<file path="config.mk">
export PLATFORM = sky130hd
export DESIGN_NAME = bcd_stopwatch_ctrl
export DESIGN_NICKNAME = d
export VERILOG_FILES = /design/src/rtl/bcd_stopwatch_ctrl_pkg.sv /design/src/rtl/bcd_stopwatch_ctrl_decade_digit.sv /design/src/rtl/bcd_stopwatch_ctrl.sv
export SDC_FILE = /design/constraint.sdc
export NUM_CORES = 1
export LEC_CHECK = 0
export CAP_MARGIN = 20
export CORE_UTILIZATION = 50
export DETAILED_ROUTE_END_ITERATION = 6
export DONT_BUFFER_PORTS = 1
export PLACE_DENSITY = 0.71
export SLEW_MARGIN = 25
export SYNTH_ARGS = -nofsm -noshare
export SYNTH_HDL_FRONTEND = slang
export SYNTH_HIERARCHICAL = 1
export SYNTH_SLANG_ARGS = --single-unit
</file>
<file path="constraint.sdc">
create_clock -name clk -period 3.6 [get_ports clk]
set_input_delay 0.72 -clock clk [delete_from_list [all_inputs] [get_ports clk]]
set_output_delay 0.72 -clock clk [all_outputs]
set_load 0.05 [all_outputs]
</file>
<file path="src/rtl/bcd_stopwatch_ctrl_pkg.sv">
// Shared definitions for the BCD stopwatch: FSM state encoding and decade digit constants.
package bcd_stopwatch_ctrl_pkg;

  typedef enum logic [1:0] {
    ST_IDLE  = 2'b00,
    ST_RUN   = 2'b01,
    ST_PAUSE = 2'b10
  } state_e;

  localparam int BCD_W = 4;
  localparam logic [BCD_W-1:0] BCD_MAX = 4'd9;

  function automatic logic [BCD_W-1:0] bcd_next(input logic [BCD_W-1:0] d);
    return (d == BCD_MAX) ? '0 : d + 1'b1;
  endfunction

endpackage

</file>
<file path="src/rtl/bcd_stopwatch_ctrl_decade_digit.sv">
// Single mod-10 counter digit; carry tells the next digit to advance on this edge.
module decade_digit
  import bcd_stopwatch_ctrl_pkg::*;
(
  input  logic             clk,
  input  logic             reset,
  input  logic             clr,
  input  logic             inc,
  output logic [BCD_W-1:0] q,
  output logic             carry
);

  logic [BCD_W-1:0] q_q, q_d;

  always_comb begin
    q_d = q_q;
    if (clr)      q_d = '0;
    else if (inc) q_d = bcd_next(q_q);
  end

  always_ff @(posedge clk or negedge reset) begin
    if (!reset) q_q <= '0;
    else        q_q <= q_d;
  end

  assign q     = q_q;
  assign carry = inc & (q_q == BCD_MAX);

endmodule

</file>
<file path="src/rtl/bcd_stopwatch_ctrl.sv">
// BCD stopwatch: IDLE/RUN/PAUSE control, tick prescaler, cascaded decade digits and lap capture.
module bcd_stopwatch_ctrl
  import bcd_stopwatch_ctrl_pkg::*;
#(
  parameter int DIGITS   = 4,
  parameter int TICK_DIV = 10
) (
  input  logic                  clk,
  input  logic                  reset,
  input  logic                  start,
  input  logic                  stop,
  input  logic                  clear,
  input  logic                  lap,
  output logic [4*DIGITS-1:0]   digits,
  output logic [4*DIGITS-1:0]   lap_digits,
  output logic                  lap_valid,
  output logic                  rollover,
  output logic [1:0]            state
);

  localparam logic [15:0] PRESC_LAST = 16'(TICK_DIV - 1);

  state_e              state_q, state_d;
  logic [15:0]         presc_q, presc_d;
  logic [4*DIGITS-1:0] lap_digits_q, lap_digits_d;
  logic                lap_valid_q, lap_valid_d;
  logic                rollover_q, rollover_d;
  logic [4*DIGITS-1:0] count;
  logic [DIGITS:0]     inc_chain;
  logic                is_idle, is_run, tick, lap_fire;

  always_ff @(posedge clk or negedge reset) begin
    if (!reset) state_q <= ST_IDLE;
    else        state_q <= state_d;
  end

  always_comb begin
    state_d = state_q;
    if (clear) begin
      state_d = ST_IDLE;
    end else begin
      case (state_q)
        ST_IDLE:  if (start) state_d = ST_RUN;
        ST_RUN:   if (stop)  state_d = ST_PAUSE;
        ST_PAUSE: if (start) state_d = ST_RUN;
        default:  state_d = ST_IDLE;
      endcase
    end
  end

  always_comb begin
    is_idle = (state_q == ST_IDLE);
    is_run  = (state_q == ST_RUN);
    state   = state_q;
  end

  // The prescaler advances in every RUN cycle, including the one that samples stop.
  always_comb begin
    tick    = is_run && (presc_q == PRESC_LAST);
    presc_d = presc_q;
    if (clear || is_idle) presc_d = '0;
    else if (is_run)      presc_d = tick ? '0 : presc_q + 16'd1;
  end

  assign inc_chain[0] = tick;

  for (genvar k = 0; k < DIGITS; k++) begin : g_digit
    decade_digit u_digit (
      .clk   (clk),
      .reset (reset),
      .clr   (clear),
      .inc   (inc_chain[k]),
      .q     (count[4*k +: 4]),
      .carry (inc_chain[k+1])
    );
  end

  // Lap captures the pre-edge count; it is meaningless in IDLE and loses to clear.
  always_comb begin
    lap_fire     = lap && !clear && !is_idle;
    lap_valid_d  = lap_fire;
    lap_digits_d = lap_fire ? count : lap_digits_q;
    rollover_d   = inc_chain[DIGITS] && !clear;
  end

  always_ff @(posedge clk or negedge reset) begin
    if (!reset) begin
      presc_q      <= '0;
      lap_digits_q <= '0;
      lap_valid_q  <= 1'b0;
      rollover_q   <= 1'b0;
    end else begin
      presc_q      <= presc_d;
      lap_digits_q <= lap_digits_d;
      lap_valid_q  <= lap_valid_d;
      rollover_q   <= rollover_d;
    end
  end

  assign digits     = count;
  assign lap_digits = lap_digits_q;
  assign lap_valid  = lap_valid_q;
  assign rollover   = rollover_q;

endmodule

</file>
==> images/flops_by_reg.png <==
Scale bar: 20 um.
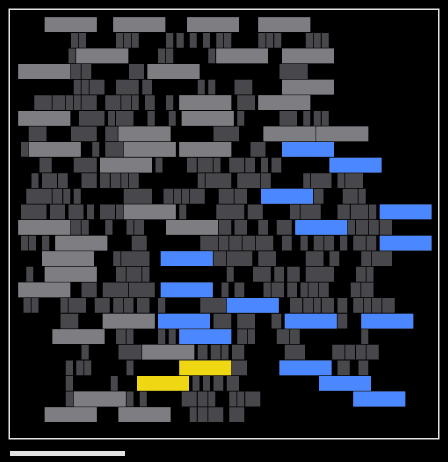
[state] yellow | flops: 2
[presc_q] blue | flops: 16
not coloured: 34

==> images/wires.png <==
Scale bar: 20 um.
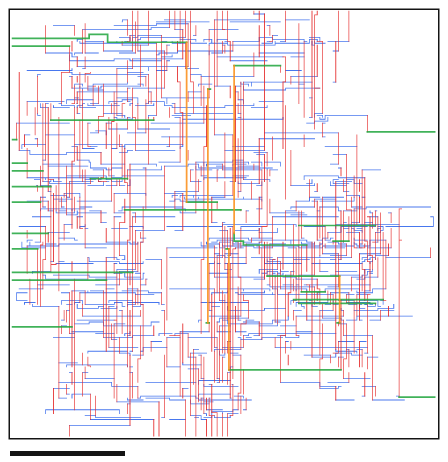
[metal 1] blue | wire length: 2470 um
[metal 3] green | wire length: 293 um
[metal 2] red | wire length: 2590 um
[metal 4] orange | wire length: 127 um

==> images/logic_types.png <==
Scale bar: 20 um.
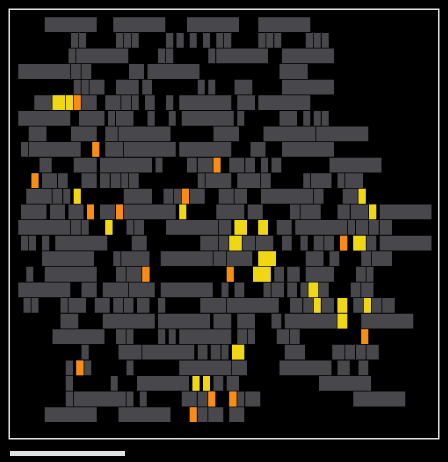
[inv cells] orange | cells: 15 | most used: inv_1
[nor cells] yellow | cells: 21 | most used: nor2_1

==> impl_metrics.py <==
# Physical implementation metrics
metrics = {
    "outcome": {
        "status": "finished clean",
    },
    "clocking": {
        "cts_hold_buf": 0,
        "post-cts-setup-buffer-count": 0,
        "clock_latency_ns": 0.31,
        "cts_resized": 0,
        "cts_tree": "yes",
        "clockRootBuffer": "clkbuf_8",
        "clock-sinks": 52,
        "cts.reportedPaths.clkPinSlew_ns": 0.10,
    },
    "timing": {
        "slew_headroom_pct": 52.7,
        "setup_viol": 0,
        "min_period_ns": 3.02,
        "fin_tns_setup_ns": 0,
        "rsz0062_at_grt": "no",
        "hold_violations": 0,
    },
    "power_and_ir_drop": {
        "power_frac_seq_pct": 61.4,
        "p_sw_mw": 0.233,
        "pwr-share-clk_pct": 35.4,
        "p_leak_nw": 1.24,
        "swShare_pct": 24.1,
    },
    "synth": {
        "synth_area_um2": 2640,
        "mux_share_pct": 1.52,
        "yosys_area_um2": 2640,
        "ff_type": "dfrtp_1",
        "ys_seq_share_pct": 49.3,
        "ys.warnings.count": 6,
        "ys_sh_xor_pct": 0.664,
        "fp_nets": 309,
        "synthArstFlopShare_pct": 100,
        "synth_area_per_cell_um2": 9.01,
        "synth-edff-count": 0,
        "aoi_share_pct": 14.0,
        "ys_ff": 52,
    },
    "drt": {
        "routed_wl_um": 5470,
        "drc_errors": 0,
        "via_per_inst": 5.68,
        "vias": 2100,
        "drtIter0Drc": 92,
    },
    "job": {
        "cap_violations": 0,
    },
    "global_route": {
        "grt_max_degree": 53,
        "antenna_found_initial": 0,
        "overflow": 0,
    },
    "cells_and_area": {
        "synthToLayoutAreaGrowth_pct": 7.40,
        "drive_above_1_share_pct": 9.00,
    },
    "worst_setup_path": {
        "crit_required_ns": 3.84,
        "critPathMaxFanout": 6,
        "crit_path_end_kind": "flop",
        "critPathArrivalTime_ns": 3.26,
        "start_kind": "flop",
    },
    "die": {
        "num_io_pins": 42,
        "die_height_um": 74.6,
        "die_w_um": 74.6,
        "dieArea_um2": 5570,
    },
    "place": {
        "gp_congestion": 0.819,
        "io_buffer_count": 0,
    },
}
==> images/placement.png <==
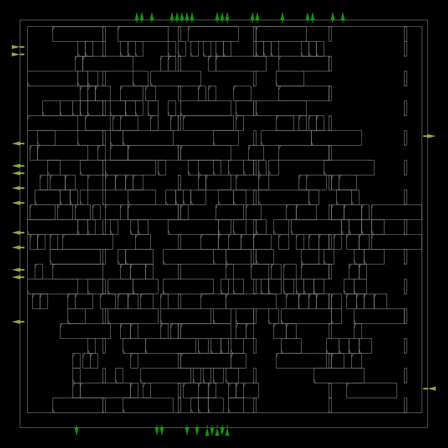
fillcell total: 469
flop share of the area: 45.9%
final core occ: 55.5%
core area: 5110 um2

==> images/placement_by_type.png <==
Scale bar: 20 um. Fill, decap, tap and diode cells in grey.
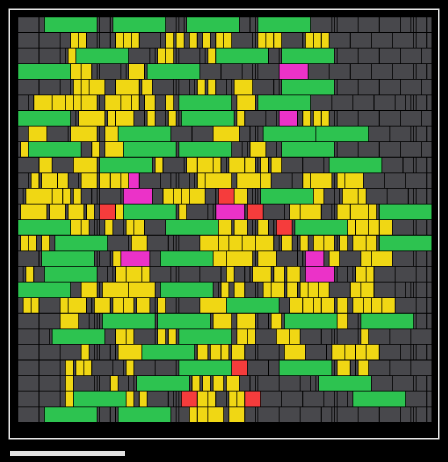
[clock drivers and dummy loads] magenta | cells: 8 | share of their area: 3.3%
[sequential cells] green | cells: 52 | share of their area: 47%
[combinational and other logic] yellow | cells: 233 | share of their area: 47%
[remaining buffers and delay cells] red | cells: 7 | share of their area: 1.9%

## path summary, 6_finish.rpt
| kind | startpoint | endpoint | cells after the start |
|---|---|---|---|
| min reg2reg | presc_q[15] | presc_q[15] | 1 |
| min in group clk | clear | g_digit[2].u_digit/q[2] | 1 |
| min | reset | presc_q[14] | 0 |
| max reg2reg | presc_q[1] | g_digit[3].u_digit/q[3] | 15 |
| max in group asynchronous | reset | lap_digits[11] | 0 |
| max | presc_q[1] | g_digit[3].u_digit/q[3] | 15 |
## placed cells by master, fill, tap and decap left out, types with 5 or more instances in the layout
master,Yosys,routed
clkbuf_8,0,5
buf_4,0,7
nand3_1,9,9
nand2_1,75,75
nor2_1,10,10
o21ai_0,17,17
inv_1,14,14
nand3b_1,13,13
a21oi_1,24,24
dfrtp_1,52,52
ha_1,10,10
## worst max-delay path, cell delays in order (launching register included)
cell and delay (ns):
dfrtp_1 0.40, inv_1 0.08, ha_1 0.13, nor4b_1 0.19, and4_1 0.25, nor2b_1 0.14
buf_4 0.15, inv_1 0.07, nor2_1 0.33, inv_1 0.13, nor2_1 0.16, inv_1 0.09
nor2_1 0.34, and4b_2 0.27, o21ai_0 0.08, a21oi_1 0.16
## metal layers
metal / global-route usage (%) / share of wire [%]
met5: 0 / 0
met2: 33.4 / 47
met1: 27.7 / 45
met4: 9.64 / 2.3
met3: 6.43 / 5.4
## state kept, by name (all words and copies together), names as in the netlist
register / cells
g_digit.u_digit/q: 16
lap_digits: 16
presc_q: 16
state: 2
lap_valid: 1
rollover: 1
## metrics by stage
stage / power (mW) / setup WS (ns) / hold WS (ns) / instance area, um2
after floorplan: 0.630 / 0.721 / 0.424 / 2640
after global placement: 0.638 / 0.725 / 0.426 / 2740
after detailed placement: 0.638 / 0.610 / 0.426 / 2740
after CTS: 0.980 / 0.562 / 0.0813 / 2830
after global routing: 1.01 / 0.253 / 0.0640 / 2830
final: 0.969 / 0.581 / 0.0921 / 2830
## cell type report
cell class	instances	area, um2	share of cell area, %
clock buffers	5	68.8	2.43
clock inverters	3	22.5	0.795
inverters	15	56.3	1.99
multi-input cells	218	1240	43.9
flip-flops and latches	52	1300	45.9
well taps	70	87.6	3.09
repair buffers	7	52.6	1.85
## power groups by stage
stage	sequential, mW	clock, mW	combinational [mW]
2_1_floorplan	0.612	0	0.0183
3_3_place_gp	0.606	0	0.0311
3_5_place_dp	0.607	0	0.0315
4_1_cts	0.595	0.354	0.0316
5_1_grt	0.596	0.378	0.0350
6_report	0.595	0.343	0.0314
## synth_stat cells, drive strengths merged, types with 3 or more instances
cell type	number	share of area [%]
nand4	3	0.71
ha	10	4.7
a31oi	4	0.95
dfrtp	52	49
nand3	9	1.7
nor3	4	0.76
or3	3	0.71
o21ai	17	3.2
buf	4	0.71
a21boi	4	1.1
nor2	10	1.4
and3	3	0.71
mux2i	4	1.5
a211o	4	1.3
nor2b	4	0.95
nand3b	13	3.7
inv	14	2.0
a21oi	28	5.9
and4b	4	1.7
nand2	79	12
clkbuf	4	0.66
Power figures rest on the tool's default switching activity, not on a simulated workload.
